File: src/rtl/subtractor_pkg.sv
// Shared definitions for the bit-serial subtractor: FSM encoding and width limit.
// Latency: n/a (declarations only).
// Backpressure: n/a.
package subtractor_pkg;

  // Widest operand the serial datapath is meant to be configured for.
  localparam int MAX_WIDTH = 32;

  typedef enum logic [1:0] {
    IDLE  = 2'd0,
    SHIFT = 2'd1,
    DONE  = 2'd2
  } state_t;

endpackage

File: src/rtl/full_subtractor.sv
// Single-bit full subtractor: diff = a - b - borrowIn.
// Latency: combinational.
// Backpressure: none.
//
// Ports:
//   a, b       in   operand bits (minuend, subtrahend)
//   borrowIn   in   borrow from the next-lower bit
//   diff       out  difference bit
//   borrowOut  out  borrow into the next-higher bit
module full_subtractor (
  input  logic a,
  input  logic b,
  input  logic borrowIn,
  output logic diff,
  output logic borrowOut
);

  assign diff      = a ^ b ^ borrowIn;
  // Borrow when a=0,b=1, or when the bits are equal and a borrow is already pending.
  assign borrowOut = (~a & b) | (~(a ^ b) & borrowIn);

endmodule

File: src/rtl/serial_subtractor.sv
// Bit-serial subtractor: diff = a - b - borrow_in (mod 2^WIDTH), one bit per clock, LSB first.
// Latency: WIDTH shift cycles after the accepting edge; result valid with a one-cycle done pulse.
// Backpressure: start is only accepted while idle or in the done cycle; ignored while busy.
//
// Ports:
//   clk, rst_n              clock, asynchronous active-low reset
//   start                   request, sampled when busy=0
//   a, b, borrow_in         operands, captured on the accepting edge
//   busy                    high while bits are being processed
//   done                    one-cycle pulse, diff/borrow_out valid
//   diff, borrow_out        registered result, held until the next done
module serial_subtractor
  import subtractor_pkg::*;
#(
  parameter int WIDTH = 8
) (
  input  logic             clk,
  input  logic             rst_n,
  input  logic             start,
  input  logic [WIDTH-1:0] a,
  input  logic [WIDTH-1:0] b,
  input  logic             borrow_in,
  output logic             busy,
  output logic             done,
  output logic [WIDTH-1:0] diff,
  output logic             borrow_out
);

  localparam int CNT_W = $clog2(WIDTH);
  localparam logic [CNT_W-1:0] LAST = CNT_W'(WIDTH - 1);

  if (WIDTH < 2 || WIDTH > MAX_WIDTH) begin : g_bad_width
    $error("serial_subtractor: WIDTH out of range 2..MAX_WIDTH");
  end

  state_t           state;
  logic [WIDTH-1:0] a_sr;
  logic [WIDTH-1:0] b_sr;
  logic [WIDTH-1:0] res_sr;
  logic             bor;
  logic [CNT_W-1:0] cnt;

  logic             d;
  logic             bnext;
  logic [WIDTH-1:0] res_next;

  full_subtractor u_fs (
    .a         (a_sr[0]),
    .b         (b_sr[0]),
    .borrowIn  (bor),
    .diff      (d),
    .borrowOut (bnext)
  );

  // Result bits arrive LSB first, so each new bit enters at the top and
  // the register ends up aligned after WIDTH shifts.
  assign res_next = {d, res_sr[WIDTH-1:1]};

  always_ff @(posedge clk or negedge rst_n) begin
    if (!rst_n) begin
      state      <= IDLE;
      a_sr       <= '0;
      b_sr       <= '0;
      res_sr     <= '0;
      bor        <= 1'b0;
      cnt        <= '0;
      busy       <= 1'b0;
      done       <= 1'b0;
      diff       <= '0;
      borrow_out <= 1'b0;
    end else begin
      case (state)
        IDLE: begin
          done <= 1'b0;
          if (start) begin
            a_sr  <= a;
            b_sr  <= b;
            bor   <= borrow_in;
            cnt   <= '0;
            busy  <= 1'b1;
            state <= SHIFT;
          end
        end

        SHIFT: begin
          a_sr   <= a_sr >> 1;
          b_sr   <= b_sr >> 1;
          res_sr <= res_next;
          bor    <= bnext;
          if (cnt == LAST) begin
            // Final bit: publish the result on the same edge so diff never
            // shows a partially shifted value.
            state      <= DONE;
            busy       <= 1'b0;
            done       <= 1'b1;
            diff       <= res_next;
            borrow_out <= bnext;
          end else begin
            cnt <= cnt + 1'b1;
          end
        end

        DONE: begin
          done <= 1'b0;
          if (start) begin
            // Back-to-back request: skip IDLE entirely.
            a_sr  <= a;
            b_sr  <= b;
            bor   <= borrow_in;
            cnt   <= '0;
            busy  <= 1'b1;
            state <= SHIFT;
          end else begin
            state <= IDLE;
          end
        end

        default: begin
          state <= IDLE;
          busy  <= 1'b0;
          done  <= 1'b0;
        end
      endcase
    end
  end

endmodule

File: config.mk
export PLATFORM = sky130hd
export DESIGN_NAME = serial_subtractor
export DESIGN_NICKNAME = d
export VERILOG_FILES = /design/src/rtl/subtractor_pkg.sv /design/src/rtl/full_subtractor.sv /design/src/rtl/serial_subtractor.sv
export SDC_FILE = /design/constraint.sdc
export NUM_CORES = 1
export LEC_CHECK = 0
export ABC_CLOCK_PERIOD_IN_PS = 2150
export CORE_UTILIZATION = 54
export CTS_BUF_LIST = sky130_fd_sc_hd__clkbuf_8
export DETAILED_ROUTE_END_ITERATION = 8
export MAX_ROUTING_LAYER = met4
export PLACE_DENSITY_LB_ADDON = 0.3
export SYNTH_ARGS = -nofsm -noshare
export SYNTH_HDL_FRONTEND = slang
export SYNTH_SLANG_ARGS = --single-unit
File: constraint.sdc
create_clock -name clk -period 2.15 [get_ports clk]
set_input_delay 0.43 -clock clk [delete_from_list [all_inputs] [get_ports clk]]
set_output_delay 0.43 -clock clk [all_outputs]
set_load 0.02 [all_outputs]
Sequential cells coloured by netlist name:
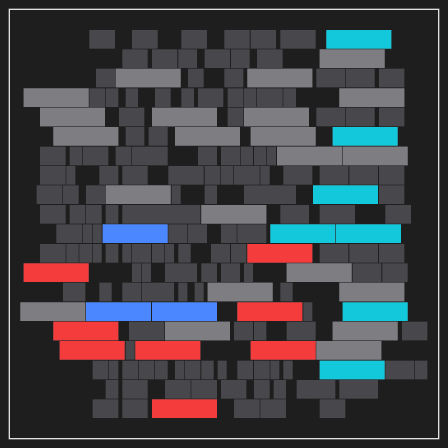
Blue marks cnt, placed flops 3. Red marks b_sr, placed flops 8. Cyan marks res_sr, placed flops 7.
Another 22 sequential cells are not coloured.
footprint of the flip-flops and latches: 1001 sq um
utilization of the core after routing: 71.81%
sequential logic power: 1.38 mW

M2 wires:
Cells faint in the background.
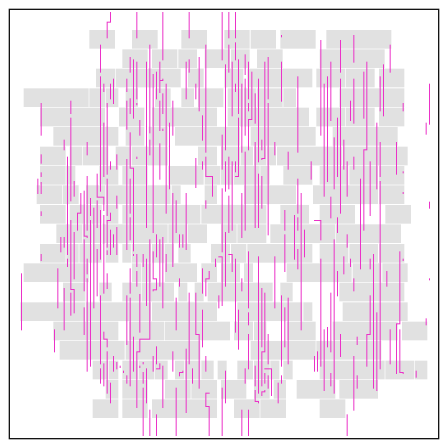
The wires run mostly vertical. The layer holds 52% of the routed length.

-- synth_stat cells (2+ instances only) --
cell | number | area (sq um)
sky130_fd_sc_hd__dfrtp_1 | 40 | 1001
sky130_fd_sc_hd__a21oi_1 | 15 | 75.07
sky130_fd_sc_hd__mux2_2 | 14 | 157.7
sky130_fd_sc_hd__inv_1 | 11 | 41.29
sky130_fd_sc_hd__mux2i_1 | 9 | 90.09
sky130_fd_sc_hd__o22ai_1 | 9 | 56.30
sky130_fd_sc_hd__a211oi_1 | 8 | 60.06
sky130_fd_sc_hd__nor2b_1 | 8 | 50.05
sky130_fd_sc_hd__nand2_1 | 6 | 22.52
sky130_fd_sc_hd__buf_2 | 5 | 25.02
sky130_fd_sc_hd__nand3_1 | 4 | 20.02
sky130_fd_sc_hd__nor2_1 | 4 | 15.01
sky130_fd_sc_hd__o21ai_0 | 3 | 15.01
sky130_fd_sc_hd__buf_4 | 2 | 15.01
sky130_fd_sc_hd__buf_6 | 2 | 22.52
sky130_fd_sc_hd__clkbuf_1 | 2 | 7.510
sky130_fd_sc_hd__ha_1 | 2 | 25.02
sky130_fd_sc_hd__mux2_4 | 2 | 30.03
sky130_fd_sc_hd__nand2b_1 | 2 | 12.51
sky130_fd_sc_hd__o211ai_1 | 2 | 15.01
-- power breakdown --
group | internal [mW] | switching [mW] | leakage [nW]
sequential | 1.13 | 0.251 | 0.482
combinational | 0.774 | 0.712 | 0.440
clock | 0.343 | 0.253 | 0.0541
-- worst reg2reg max path: cells and delay by family, from the launching register on --
| family | cells | cell delay [ps] |
|---|---|---|
| adders and majority gates | 2 | 400 |
| muxes | 1 | 400 |
| and+or+nand+nor | 1 | 390 |
| DFF | 1 | 390 |
==> run summary <==
Implementation status.

- After global routing the overflow that remains totals 0.
- Across the whole layout, storage elements make up 44.92% of the cell area.
- All stages included, the depth of the critical timing path comes to 1.
- The width of the die is 59.84 microns.
- The CTS tree is done.
- The power per cell area is 1554 nW/um^2.
- In the final layout, the multi-input gates occupy 694.4 sq um.
- Across all register-to-register paths, the minimum setup slack is 460 ps.
- The number of enable flip-flop cells is 0.
- The routed design uses 116 microns of met3 wire.
- The top-level I/O count is 31.
- In this run the critical register-to-register path is launched from cnt[0].
- Once routing completed, OpenROAD measured the worst setup slack at 431.5 ps.
- The number of global-route vias before repair is 1232.
- The sum of routed wire length over all layers is 3154 microns.
- The final report lists a non-filler cell total of 230.
- A synthesized cell averages 11.66 sq um.
- The TritonCTS buffer count is 5.
- The run finished with clean final reports.
- The AND-OR/OR-AND share of the synthesized area is 13.16%.
- The critical path startpoint is busy.
- The starting density of the core is 58.23%.
- The leakage power of the design is 0.9770 nW.
- The cell area after layout is 2228 sq um.
- The detailed router used layers up to and including met4.
- Together, buffers and inverters on the worst path number 1.
- Across all layers, the routed design uses 1278 vias.
- In this run the vertical extent of the chip is 59.84 microns.
- The clock-pin slew reported for the worst setup and hold paths after clock tree synthesis is 80 ps.
- The number of multi-input combinational cells in the layout is 93.
- The count of port buffers added during placement is 30.
- In the setup report, the worst path falls into the class flip-flop to output pin.
- The final layout report lists a non-clock buffer count of 34.
- In the global route stage, met2 resource usage came out at 35.40%.
- Before CTS, the worst setup slack after placement is 409.7 ps.
- The sum of negative setup slack is 0 ps.
- The cell family with the largest share of critical-path delay is buffers and inverters.
- The tally of filler cells in the layout is 246.
- The library cells used most frequently in the layout, excluding fill and tap cells, are sky130_fd_sc_hd__dfrtp_1 (40), sky130_fd_sc_hd__clkdlybuf4s50_1 (29), sky130_fd_sc_hd__a21oi_1 (15).
- Per the final layout report, the fraction of cells sized above drive strength 1 comes to 16.13%.
- The met2 routed wirelength is 1641 microns.
- The initial antenna violation count is 0.
- The nature of the critical path startpoint is a flip-flop.
- The clock buffer instance count of the final layout is 5.
- The area overhead of the layout relative to synthesis is 23.34%.
- The number of warnings printed during yosys synthesis is 0.
- After detailed routing, the wire length on met1 is 1348 microns.
- The min-delay analysis places its worst path in the category primary input to asynchronous set/reset pin.
- Summing the areas of all and, or, nand and nor instances in the mapped netlist gives 7.410% of the synthesized area.
- The skew report gives the latency at the later pin of the worst-skew pair as 290 ps.
- The count of tool warnings is 26.
- The core box area is 3103 sq um.
Power figures rest on the tool's default switching activity, not on a simulated workload.
